Fig. 1: run 1, M4 wires
(1 px per µm)
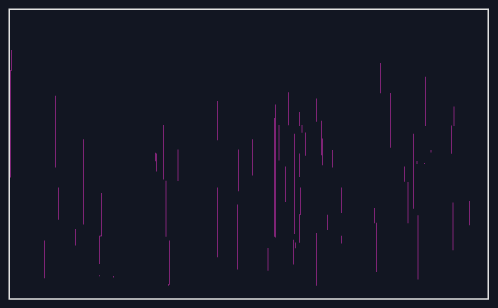
Fig. 2: run 1, local utilization
24 x 14 tiles, from white (low) to dark blue (high), 0 to 100% covered.
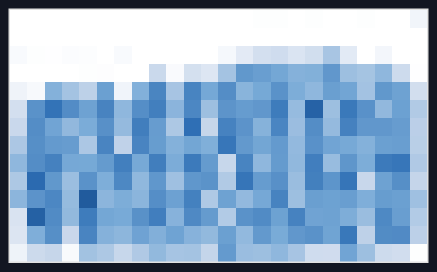
Fig. 3: run 1, PDN straps and rails
(1 px per µm) Pins as bars on the die edge.
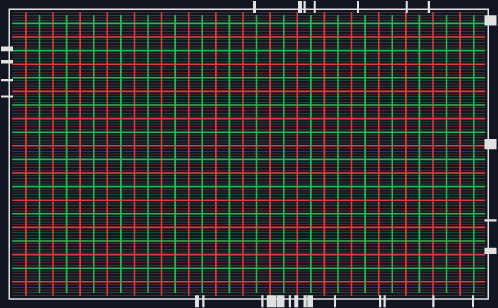
===== config.mk =====
export PLATFORM = sky130hd
export DESIGN_NAME = microcode_sequencer_flat
export DESIGN_NICKNAME = d
export VERILOG_FILES = /design/src/rtl/microcode_sequencer_if.sv /design/src/rtl/microcode_sequencer.sv /design/src/flat_wrapper.sv
export SDC_FILE = /design/constraint.sdc
export NUM_CORES = 1
export LEC_CHECK = 0
export CORE_ASPECT_RATIO = 0.6
export CORE_MARGIN = 2
export CORE_UTILIZATION = 35
export DETAILED_ROUTE_END_ITERATION = 10
export PLACE_DENSITY = 0.51
export SLEW_MARGIN = 5
export SYNTH_ARGS = -nofsm -noshare
export SYNTH_HDL_FRONTEND = slang
export SYNTH_SLANG_ARGS = --single-unit

===== constraint.sdc =====
create_clock -name clk -period 8.55 [get_ports clk]
set_clock_uncertainty 0.05 [all_clocks]
set_input_delay 1.71 -clock clk [delete_from_list [all_inputs] [get_ports clk]]
set_output_delay 1.71 -clock clk [all_outputs]
set_load 0.01 [all_outputs]

===== src/rtl/microcode_sequencer_if.sv =====
// -----------------------------------------------------------------------------
// microcode_sequencer_if
//   Bundles the instruction/flag inputs, the microcode-store write port and the
//   control outputs of microcode_sequencer.
//
//   master : the instruction-register / flag side (drives opcode, flag, stall,
//            uc_we, uc_addr, uc_data; observes the control outputs).
//   slave  : the sequencer itself.
//
//   Signals
//     opcode      [OPCODE_W]          instruction opcode, sampled in DECODE
//     flag                            ALU condition flag, sampled in EXEC
//     stall                           hold current state/step
//     uc_we                           microcode write enable
//     uc_addr     [OPCODE_W+STEP_W]   write address {opcode, step}
//     uc_data     [SIG_W+2]           {cond, last, signals}
//     signals     [SIG_W]             datapath control-signal bus
//     step        [STEP_W]            current micro-step
//     instr_done                      pulse on the final EXEC cycle
//     halted                          high in HALT
//     instr_count [16]                retired-instruction count (0 unless the
//                                     performance counter is built in)
//
//   Parameters must match those given to microcode_sequencer.
// -----------------------------------------------------------------------------
interface microcode_sequencer_if #(
  parameter int unsigned OPCODE_W = 4,
  parameter int unsigned SIG_W    = 17,
  parameter int unsigned STEPS    = 4
);
  localparam int unsigned STEP_W = $clog2(STEPS);

  logic [OPCODE_W-1:0]        opcode;
  logic                       flag;
  logic                       stall;
  logic                       uc_we;
  logic [OPCODE_W+STEP_W-1:0] uc_addr;
  logic [SIG_W+1:0]           uc_data;

  logic [SIG_W-1:0]           signals;
  logic [STEP_W-1:0]          step;
  logic                       instr_done;
  logic                       halted;
  logic [15:0]                instr_count;

  modport master (
    output opcode, flag, stall, uc_we, uc_addr, uc_data,
    input  signals, step, instr_done, halted, instr_count
  );

  modport slave (
    input  opcode, flag, stall, uc_we, uc_addr, uc_data,
    output signals, step, instr_done, halted, instr_count
  );
endinterface


===== src/rtl/microcode_sequencer.sv =====
// -----------------------------------------------------------------------------
// microcode_sequencer
//   Multi-cycle control unit. Runs FETCH -> DECODE -> EXEC and, in EXEC, steps
//   through a writable microcode store addressed by {opcode_q, step}. One
//   microword is driven onto the control bus per EXEC cycle. A microword may
//   end the instruction early (last bit), or conditionally on the ALU flag
//   (cond bit set and flag low). HALT_OP enters an absorbing HALT state.
//
//   Ports
//     clk   : system clock, rising edge
//     rst   : asynchronous, active-high reset
//     bus   : microcode_sequencer_if.slave (see interface file for signals)
//
//   Microword layout: [SIG_W+1]=cond, [SIG_W]=last, [SIG_W-1:0]=signals.
//
//   Optional build macro MICROCODE_SEQUENCER_PERF_EN adds a saturating 16-bit
//   count of completed instructions on bus.instr_count; without it that output
//   is tied to zero.
// -----------------------------------------------------------------------------
module microcode_sequencer #(
  parameter int unsigned         OPCODE_W  = 4,
  parameter int unsigned         SIG_W     = 17,
  parameter int unsigned         STEPS     = 4,
  parameter logic [SIG_W-1:0]    FETCH_SIG = 17'h00001,
  parameter logic [OPCODE_W-1:0] HALT_OP   = 4'hF
) (
  input  logic                       clk,
  input  logic                       rst,
  microcode_sequencer_if.slave       bus
);

  localparam int unsigned STEP_W  = $clog2(STEPS);
  localparam int unsigned ADDR_W  = OPCODE_W + STEP_W;
  localparam int unsigned DEPTH   = 1 << ADDR_W;
  localparam int unsigned WORD_W  = SIG_W + 2;
  localparam logic [STEP_W-1:0] LAST_STEP = STEP_W'(STEPS - 1);

  typedef enum logic [1:0] {
    ST_FETCH  = 2'd0,
    ST_DECODE = 2'd1,
    ST_EXEC   = 2'd2,
    ST_HALT   = 2'd3
  } state_t;

  // ---------------------------------------------------------------------------
  // Registered state
  // ---------------------------------------------------------------------------
  state_t              state_q,  state_d;
  logic [STEP_W-1:0]   step_q,   step_d;
  logic [OPCODE_W-1:0] opcode_q, opcode_d;

  // Microcode store: not reset, written from the bus in any state.
  logic [WORD_W-1:0]   mem_q [0:DEPTH-1];

  // ---------------------------------------------------------------------------
  // Combinational signals
  // ---------------------------------------------------------------------------
  logic [WORD_W-1:0]   uword;
  logic                uw_cond;
  logic                uw_last;
  logic [SIG_W-1:0]    uw_sig;
  logic                exec_end;

  logic [SIG_W-1:0]    sig_c;
  logic                done_c;
  logic                halted_c;

  // ---------------------------------------------------------------------------
  // Microcode store
  // ---------------------------------------------------------------------------
  always_ff @(posedge clk) begin
    if (bus.uc_we) begin
      mem_q[bus.uc_addr] <= bus.uc_data;
    end
  end

  // Read is combinational, so a write to the word being executed shows up on
  // the cycle after the write edge.
  assign uword   = mem_q[{opcode_q, step_q}];
  assign uw_cond = uword[SIG_W+1];
  assign uw_last = uword[SIG_W];
  assign uw_sig  = uword[SIG_W-1:0];

  // Last step forces termination so step never wraps; a conditional word
  // with the flag clear terminates early.
  assign exec_end = uw_last || (step_q == LAST_STEP) || (uw_cond && !bus.flag);

  // ---------------------------------------------------------------------------
  // State register
  // ---------------------------------------------------------------------------
  always_ff @(posedge clk or posedge rst) begin
    if (rst) begin
      state_q  <= ST_FETCH;
      step_q   <= '0;
      opcode_q <= '0;
    end else begin
      state_q  <= state_d;
      step_q   <= step_d;
      opcode_q <= opcode_d;
    end
  end

  // ---------------------------------------------------------------------------
  // Next-state and output logic
  // ---------------------------------------------------------------------------
  always_comb begin
    state_d  = state_q;
    step_d   = step_q;
    opcode_d = opcode_q;
    sig_c    = '0;
    done_c   = 1'b0;
    halted_c = 1'b0;

    case (state_q)
      ST_FETCH: begin
        sig_c = FETCH_SIG;
        if (!bus.stall) begin
          state_d = ST_DECODE;
        end
      end

      // DECODE is always a single cycle; stall is deliberately ignored here.
      ST_DECODE: begin
        opcode_d = bus.opcode;
        if (bus.opcode == HALT_OP) begin
          state_d = ST_HALT;
        end else begin
          state_d = ST_EXEC;
          step_d  = '0;
        end
      end

      ST_EXEC: begin
        sig_c = uw_sig;
        if (!bus.stall) begin
          if (exec_end) begin
            done_c  = 1'b1;
            state_d = ST_FETCH;
            step_d  = '0;
          end else begin
            step_d  = step_q + 1'b1;
          end
        end
      end

      ST_HALT: begin
        halted_c = 1'b1;
      end

      default: begin
        state_d = ST_FETCH;
        step_d  = '0;
      end
    endcase
  end

  // ---------------------------------------------------------------------------
  // Outputs
  // ---------------------------------------------------------------------------
  // While rst is held the state register already reads FETCH, which would
  // otherwise put FETCH_SIG on the bus; outputs are forced quiet instead.
  assign bus.signals    = rst ? '0   : sig_c;
  assign bus.instr_done = rst ? 1'b0 : done_c;
  assign bus.halted     = rst ? 1'b0 : halted_c;
  assign bus.step       = step_q;

`ifdef MICROCODE_SEQUENCER_PERF_EN
  logic [15:0] count_q, count_d;

  always_comb begin
    count_d = count_q;
    if (done_c && (count_q != 16'hFFFF)) begin
      count_d = count_q + 16'd1;
    end
  end

  always_ff @(posedge clk or posedge rst) begin
    if (rst) begin
      count_q <= '0;
    end else begin
      count_q <= count_d;
    end
  end

  assign bus.instr_count = count_q;
`else
  assign bus.instr_count = '0;
`endif

endmodule


===== src/flat_wrapper.sv =====
// flat-port wrapper written by rule: the top's interface ports become plain ports
module microcode_sequencer_flat 
#(
  parameter int unsigned         OPCODE_W  = 4,
  parameter int unsigned         SIG_W     = 17,
  parameter int unsigned         STEPS     = 4,
  parameter logic [SIG_W-1:0]    FETCH_SIG = 17'h00001,
  parameter logic [OPCODE_W-1:0] HALT_OP   = 4'hF
)
  (clk, rst, bus_opcode, bus_flag, bus_stall, bus_uc_we, bus_uc_addr, bus_uc_data, bus_signals, bus_step, bus_instr_done, bus_halted, bus_instr_count);
  microcode_sequencer_if #(.OPCODE_W(OPCODE_W), .SIG_W(SIG_W), .STEPS(STEPS)) bus_i ();
  input  logic clk;
  input  logic rst;
  input wire logic [$bits(bus_i.opcode)-1:0] bus_opcode;
  input wire logic [$bits(bus_i.flag)-1:0] bus_flag;
  input wire logic [$bits(bus_i.stall)-1:0] bus_stall;
  input wire logic [$bits(bus_i.uc_we)-1:0] bus_uc_we;
  input wire logic [$bits(bus_i.uc_addr)-1:0] bus_uc_addr;
  input wire logic [$bits(bus_i.uc_data)-1:0] bus_uc_data;
  output wire logic [$bits(bus_i.signals)-1:0] bus_signals;
  output wire logic [$bits(bus_i.step)-1:0] bus_step;
  output wire logic [$bits(bus_i.instr_done)-1:0] bus_instr_done;
  output wire logic [$bits(bus_i.halted)-1:0] bus_halted;
  output wire logic [$bits(bus_i.instr_count)-1:0] bus_instr_count;
  assign bus_i.opcode = bus_opcode;
  assign bus_i.flag = bus_flag;
  assign bus_i.stall = bus_stall;
  assign bus_i.uc_we = bus_uc_we;
  assign bus_i.uc_addr = bus_uc_addr;
  assign bus_i.uc_data = bus_uc_data;
  assign bus_signals = bus_i.signals;
  assign bus_step = bus_i.step;
  assign bus_instr_done = bus_i.instr_done;
  assign bus_halted = bus_i.halted;
  assign bus_instr_count = bus_i.instr_count;
  microcode_sequencer #(.OPCODE_W(OPCODE_W), .SIG_W(SIG_W), .STEPS(STEPS), .FETCH_SIG(FETCH_SIG), .HALT_OP(HALT_OP)) u_core (.clk(clk), .rst(rst), .bus(bus_i));
endmodule

==> flow_summary.ini, run 1 <==
; flow metrics
[status]
outcome = completed

[routing]
first_iter_violations = 2526
drc = 0
wl_per_cell_um = 31.7
dr.pass1.iters = 5
vias_per_cell = 5.38
drt.antenna.violating_nets = 0

[pwr]
irDropWorstVdd_uv = 168
power.density_nw_per_um2 = 297
leakage_uw = 0.0158

[synthesis]
flop_cell = edfxtp_1
synth_async_sr_flop_share = 0.00654
syn_area_um2 = 47100
ys_cells = 1905
synth_cells = 1905
avgSynthCellArea_um2 = 24.7
synth_warnings = 0
synth_flops = 1224
synthDistinctLibCells = 42
edf_count = 1216
synth_chip_area_um2 = 47100
ys_seq_frac = 0.780

[hold_path]
hold_end = u_core.state_q[1]
min_path_type = register to register
hold-path-cell-count = 1
min_from = u_core.state_q[1]

[finish]
instances_no_fill = 3927
n_fill_cell = 11700
final_cell_mix = edfxtp_1 (1216), mux4_2 (388), clkbuf_16 (109)
areaGrowthSynthToFinish_pct = 13.8
drive_above_1_share = 0.330
finalNetCount = 2061
lay_top_count = edfxtp_1

[worst_setup_path]
cp-start-kind = register
crit_arrival_ps = 5190
cp-startpoint = u_core.bus.step[0]
worstSetupEndpointType = primary output
required_ps = 6790
reg2regPathDepth = 7
crit_fanout = 63
worstReg2RegEnd = u_core.bus.step[1]
critPathKind = register to primary output
cp_slowest_stage_delay_ps = 1080
r2r_start = u_core.bus.step[1]
rrSetupSlack_ps = 4580
slowest_stage = dfrtp_4
cpMostUsedCell = mux4_2
cp_cell_sequence = buf_12 > mux4_2 > mux4_2 > mux4_2 > nor2b_1 > clkdlybuf4s50_1

[floorplan]
die_w_um = 478
fp.dieArea_um2 = 138000
ios = 71
std_cell_rows = 104
dieHeight_um = 288

[final_timing]
post-route-min-period_ps = 6950
slew_viol_final = 0
finalCritPeriodShare = 0.813
relSlewSlack = 0.111
fin_tns_setup_ps = 0
finalHoldViolations = 0
finalSetupViolCount = 0
tightest_slew_ps = 1330
final.setup.worst_slack_ps = 1600
rsz0062_at_grt = false
timing.fmax_ghz = 0.144

[global_route]
grt_use_met3 = 0.0570
globalRouteTotalUtil = 0.181
antenna_found_initial = 21
grt-ovfl-total = 0
grt_util_met2 = 0.262
grt_pass1_wl_um = 172000
use_met1 = 0.267
grt_pass1_vias = 21200
grt_start_max_net_pins = 75
top_usage_layer = met1

[job]
drv_cap = 0
warnings = 27

[place]
post-place-ws_ps = 2320
routabilityCongestion = 0.776
numPortBuffers = 54
dpl.hpwl_um = 69000
dp_cells = 3717

[clock_network]
cts-resized-gates = 0
cts_tree = done
post_cts_buffers = 0
clk_pin_slew_worst_paths_ps = 60
cts_root_buffer = clkbuf_16
h-tree-depth = 3
cts_buffers = 109
cts.sink_count = 1224
holdBufCountCts = 0
worst_skew_pair.late_latency_ps = 740
clk_path_buf_depth = 3
About Fig. 1:
nets with wire on the layer: 25
main direction: vertical
drt total wl: 125000 µm
vias: 21.1k

About Fig. 2:
emptiest ninth of the die: north-west
tiles over 75% full: 1.2%
fullest tile: 83%
mean over tiles: 37%
nearly empty tiles: 21%
FP Core Util: 0.352
fin util: 0.401
core outline area: 134000 µm²

About Fig. 3:
| net | color |
|---|---|
| VSS | red |
| VDD | green |
met4 straps: 34
rows: 104
signal pins: 71
met5 straps: 20

[run 1: worst max-delay path by stage]
stage | end | cells after the start | slack (ps)
CTS | bus_signals[11] | 6 | 1520
detailed placement | bus_signals[11] | 6 | 2320
finish | bus_signals[11] | 6 | 1600
global placement | bus_signals[11] | 6 | 2300
global route | bus_signals[11] | 6 | 1330
floorplan | bus_signals[16] | 7 | 4060
[run 1: area by class of cell]
| cell class | count | area (µm²) | share of cell area |
|---|---|---|---|
| diodes | 5 | 12.5 | 0.000233 |
| clock buffers | 123 | 2780 | 0.0519 |
| clock inverters | 82 | 761 | 0.0142 |
| inverters | 5 | 18.8 | 0.000350 |
| multi-input cells | 577 | 10100 | 0.189 |
| flip-flops and latches | 1224 | 36700 | 0.685 |
| well taps | 1802 | 2250 | 0.0421 |
| repair buffers | 109 | 911 | 0.0170 |
[run 1: worst max-delay path, delay by kind of cell, from the launching register on]
family / cells / cell delay (ps)
multiplexers: 3 / 1960
flip-flops: 1 / 1080
AND/OR/NAND/NOR: 1 / 230
buffers and inverters: 2 / 1050
[run 1: state kept, by name (all words and copies together) (netlist names)]
register,count
u_core.bus.step,2
u_core.mem_q,1216
u_core.opcode_q,4
u_core.state_q,2
[run 1: Yosys cell counts, types with 2 or more instances]
cell,number,share of area
nor2_1,74,0.0059
dfrtp_1,8,0.0043
buf_1,14,0.0011
nand3_1,5,0.00053
a31oi_1,2,0.00027
clkbuf_1,43,0.0034
buf_4,38,0.0061
inv_1,5,0.00040
nor2b_1,24,0.0032
mux2_2,5,0.0012
mux2i_1,12,0.0026
nand3b_1,3,0.00048
o2111ai_1,2,0.00037
nand4_1,3,0.00040
nor3b_1,3,0.00048
buf_6,6,0.0014
nand2b_1,3,0.00040
a22oi_1,2,0.00032
or3_1,2,0.00027
edfxtp_1,1216,0.78
mux4_2,388,0.19
nand2_1,8,0.00064
buf_2,13,0.0014
nor3_1,8,0.00085
[run 1: per-layer routing]
metal / part of all wire / vias up
met3: 0.097 / 146
met1: 0.45 / 11700
met4: 0.018 / 8
met5: 0.00039 / -
met2: 0.44 / 834
li1: - / 8462
[run 1: stage by stage]
step	utilization	hold WS [ps]	instance area (µm²)	total power (µW)
6_report	0.401	599	53600	15900
3_3_place_gp	0.374	545	50000	11100
4_1_cts	0.401	570	53600	16000
2_1_floorplan	-	503	47200	9360
3_5_place_dp	0.374	554	50000	11100
5_1_grt	0.401	596	53600	16400
[run 1: logic make-up (layout without fill, tap and decap cells)]
logic type,count (synthesis),count (layout),synth area share
flip-flops,1224,1224,0.780
multiplexers,405,405,0.189
AND/OR/NAND/NOR,140,140,0.0143
buffers and inverters,119,319,0.0138
AND-OR/OR-AND,15,15,0.00263
adder cells (fa/ha/maj),1,1,0.000266
other,1,21,0.0000796
[run 1: power breakdown]
part | total (µW) | internal, µW | leakage (µW) | switching [µW]
combinational | 4090 | 1800 | 0.00302 | 2290
clock | 4920 | 2660 | 0.00172 | 2260
sequential | 6910 | 6660 | 0.0110 | 255
total | 15900 | 11100 | 0.0158 | 4800
--- run 2 (diff from run 1) ---
==> constraint.sdc (replaced) <==
create_clock -name clk -period 6.5 [get_ports clk]
set_clock_uncertainty 0.05 [all_clocks]
set_input_delay 1.3 -clock clk [delete_from_list [all_inputs] [get_ports clk]]
set_output_delay 1.3 -clock clk [all_outputs]
set_load 0.01 [all_outputs]
Fig. 4: run 2, routing congestion map
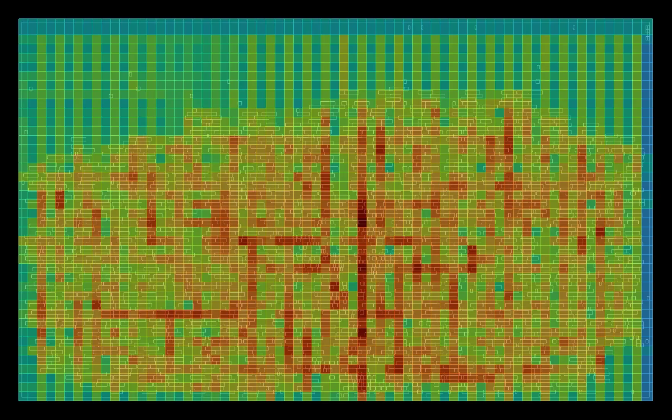
GR Util met1: 0.275
busiest grt layer: met1
GRT Resource Usage Total: 0.181
fin util: 0.401

==> run 2 against run 1 <==
Wire length is essentially flat. Clock-buffer cell count grew 2. Flip-flop count is the same.
==> flow_summary.ini, run 2 <==
; flow metrics
[status]
outcome = completed

[synthesis]
ys_seq_frac = 0.780
synth_cells = 1905
synthDistinctLibCells = 42
synth_async_sr_flop_share = 0.00654
synth_flops = 1224
yosys.area.top_type = edfxtp_1
avgSynthCellArea_um2 = 24.7
flop_cell = edfxtp_1
synth_warnings = 0
synth.cells.most_frequent = edfxtp_1 (1216), mux4_2 (388), nor2_1 (74)
synth_top_area_share = 0.775
ys_cells = 1905
synth_chip_area_um2 = 47100
syn_area_um2 = 47100
edf_count = 1216
top_cells_by_area = edfxtp_1 (78%), mux4_2 (19%), buf_4 (0.61%)
synth.most_common_cell = edfxtp_1

[routing]
wl_per_cell_um = 31.6
vias = 21400
drc = 0
vias_per_cell = 5.44
drt_wl_total_um = 124000
dr.pass1.iters = 5
first_iter_violations = 2861
drt.antenna.violating_nets = 0

[job]
warnings = 27
drv_cap = 0

[final_timing]
relSlewSlack = 0.225
finalSetupViolCount = 0
post-route-min-period_ps = 6050
tightest_slew_ps = 1160
fin_tns_setup_ps = 0
timing.fmax_ghz = 0.165
rsz0062_at_grt = false
finalHoldViolations = 0
slew_viol_final = 0
finalCritPeriodShare = 0.931

[worst_setup_path]
cp_slowest_stage_delay_ps = 780
worstSetupEndpointType = primary output
crit_arrival_ps = 4700
crit_fanout = 50
cpMostUsedCell = mux4_2
critPathKind = register to primary output
cp_cell_sequence = buf_12 > mux4_2 > mux4_2 > mux4_2 > nor2b_1 > clkdlybuf4s50_1
cp-start-kind = register
cp_top_family = multiplexers
slowest_stage = dfrtp_4
required_ps = 5150
cp_num_buf_inv = 2

[finish]
top_register = u_core.mem_q
comb_area_um2 = 10100
n_fill_cell = 11700
finalNetCount = 2076
stdcell_area_um2 = 53700
drive_above_1_share = 0.332
final_cell_mix = edfxtp_1 (1216), mux4_2 (388), clkbuf_16 (110)
largest_reg_flops = 1216
lay_top_count = edfxtp_1
areaGrowthSynthToFinish_pct = 13.9
regArea_um2 = 36700
top_regs = u_core.mem_q: 1216 flops, u_core.opcode_q: 4 flops

[floorplan]
dieHeight_um = 288
std_cell_rows = 104
ios = 71
fp.dieArea_um2 = 138000
die_w_um = 478
fp.coreArea_um2 = 134000
fp-utilization = 0.352

[clock_network]
clk_pin_slew_worst_paths_ps = 70
cts-resized-gates = 0
holdBufCountCts = 0
cts_buffers = 109
h-tree-depth = 3
worst_skew_pair.late_latency_ps = 720
cts_root_buffer = clkbuf_16
cts_tree = done
cts.sink_count = 1224
clk_path_buf_depth = 3
post_cts_buffers = 0

[pwr]
finalPower_uw = 20700
irDropWorstVdd_uv = 252
power.density_nw_per_um2 = 386
leakage_uw = 0.0158

[global_route]
grt-ovfl-total = 0
grt_pass1_vias = 21500
antenna_found_initial = 23
grt_pass1_wl_um = 172000
grt_start_max_net_pins = 65

[place]
routabilityCongestion = 0.785
dpl.hpwl_um = 69600
numPortBuffers = 54
placed_area_um2 = 50300

[hold_path]
min_path_type = register to register
-- run 2: cell families (layout without fill, tap and decap cells) --
group	after synthesis	in the layout	synth area share
AND-OR/OR-AND	15	15	0.00263
adder cells (fa/ha/maj)	1	1	0.000266
buffers and inverters	119	331	0.0138
flip-flops	1224	1224	0.780
multiplexers	405	405	0.189
other	1	19	0.0000796
AND/OR/NAND/NOR	140	140	0.0143
-- run 2: power by group --
group          leakage, µW  switching [µW]  internal [µW]  total [µW]
clock network      0.00166            2930           3310        6240
registers           0.0110             282           8760        9040
logic              0.00314            2950           2460        5410
total               0.0158            6170          14500       20700
-- run 2: final cells by class --
cell class,instances,share of cell area
clock buffer,125,0.0523
multi-input combinational,577,0.189
timing repair buffer,124,0.0216
tap,1802,0.0420
clock inverter,77,0.0102
inverter,5,0.000350
antenna,3,0.000140
sequential,1224,0.684
-- run 2: through the flow --
stage,worst slack [ps],cells,hold slack [ps],util
6_report,447,3937,582,0.401
5_1_grt,256,3935,625,0.401
4_1_cts,344,3933,571,0.401
3_5_place_dp,1160,3731,557,0.376
3_3_place_gp,1160,3731,536,0.376
2_1_floorplan,2420,1920,503,-
-- run 2: routing by layer --
layer	GRT usage	up-vias	wire, µm
met2	0.253	888	53100
met4	0.0405	6	2400
met3	0.0582	174	12600
met1	0.275	11800	56400
li1	-	8513	-
met5	0	-	41
-- run 2: worst paths after layout --
check | to | from | cells after the start | slack (ps)
worst max-delay path | bus_signals[13] | u_core.bus.step[0] | 6 | 450
worst min-delay path | u_core.state_q[1] | u_core.state_q[1] | 1 | 580
worst max register to register | u_core.bus.step[1] | u_core.bus.step[1] | 8 | 3160
worst min register to register | u_core.state_q[1] | u_core.state_q[1] | 1 | 580
max in group asynchronous | u_core.opcode_q[0] | rst | 2 | 5230
min in group asynchronous | u_core.bus.step[1] | rst | 2 | 850
Power figures rest on the tool's default switching activity, not on a simulated workload.
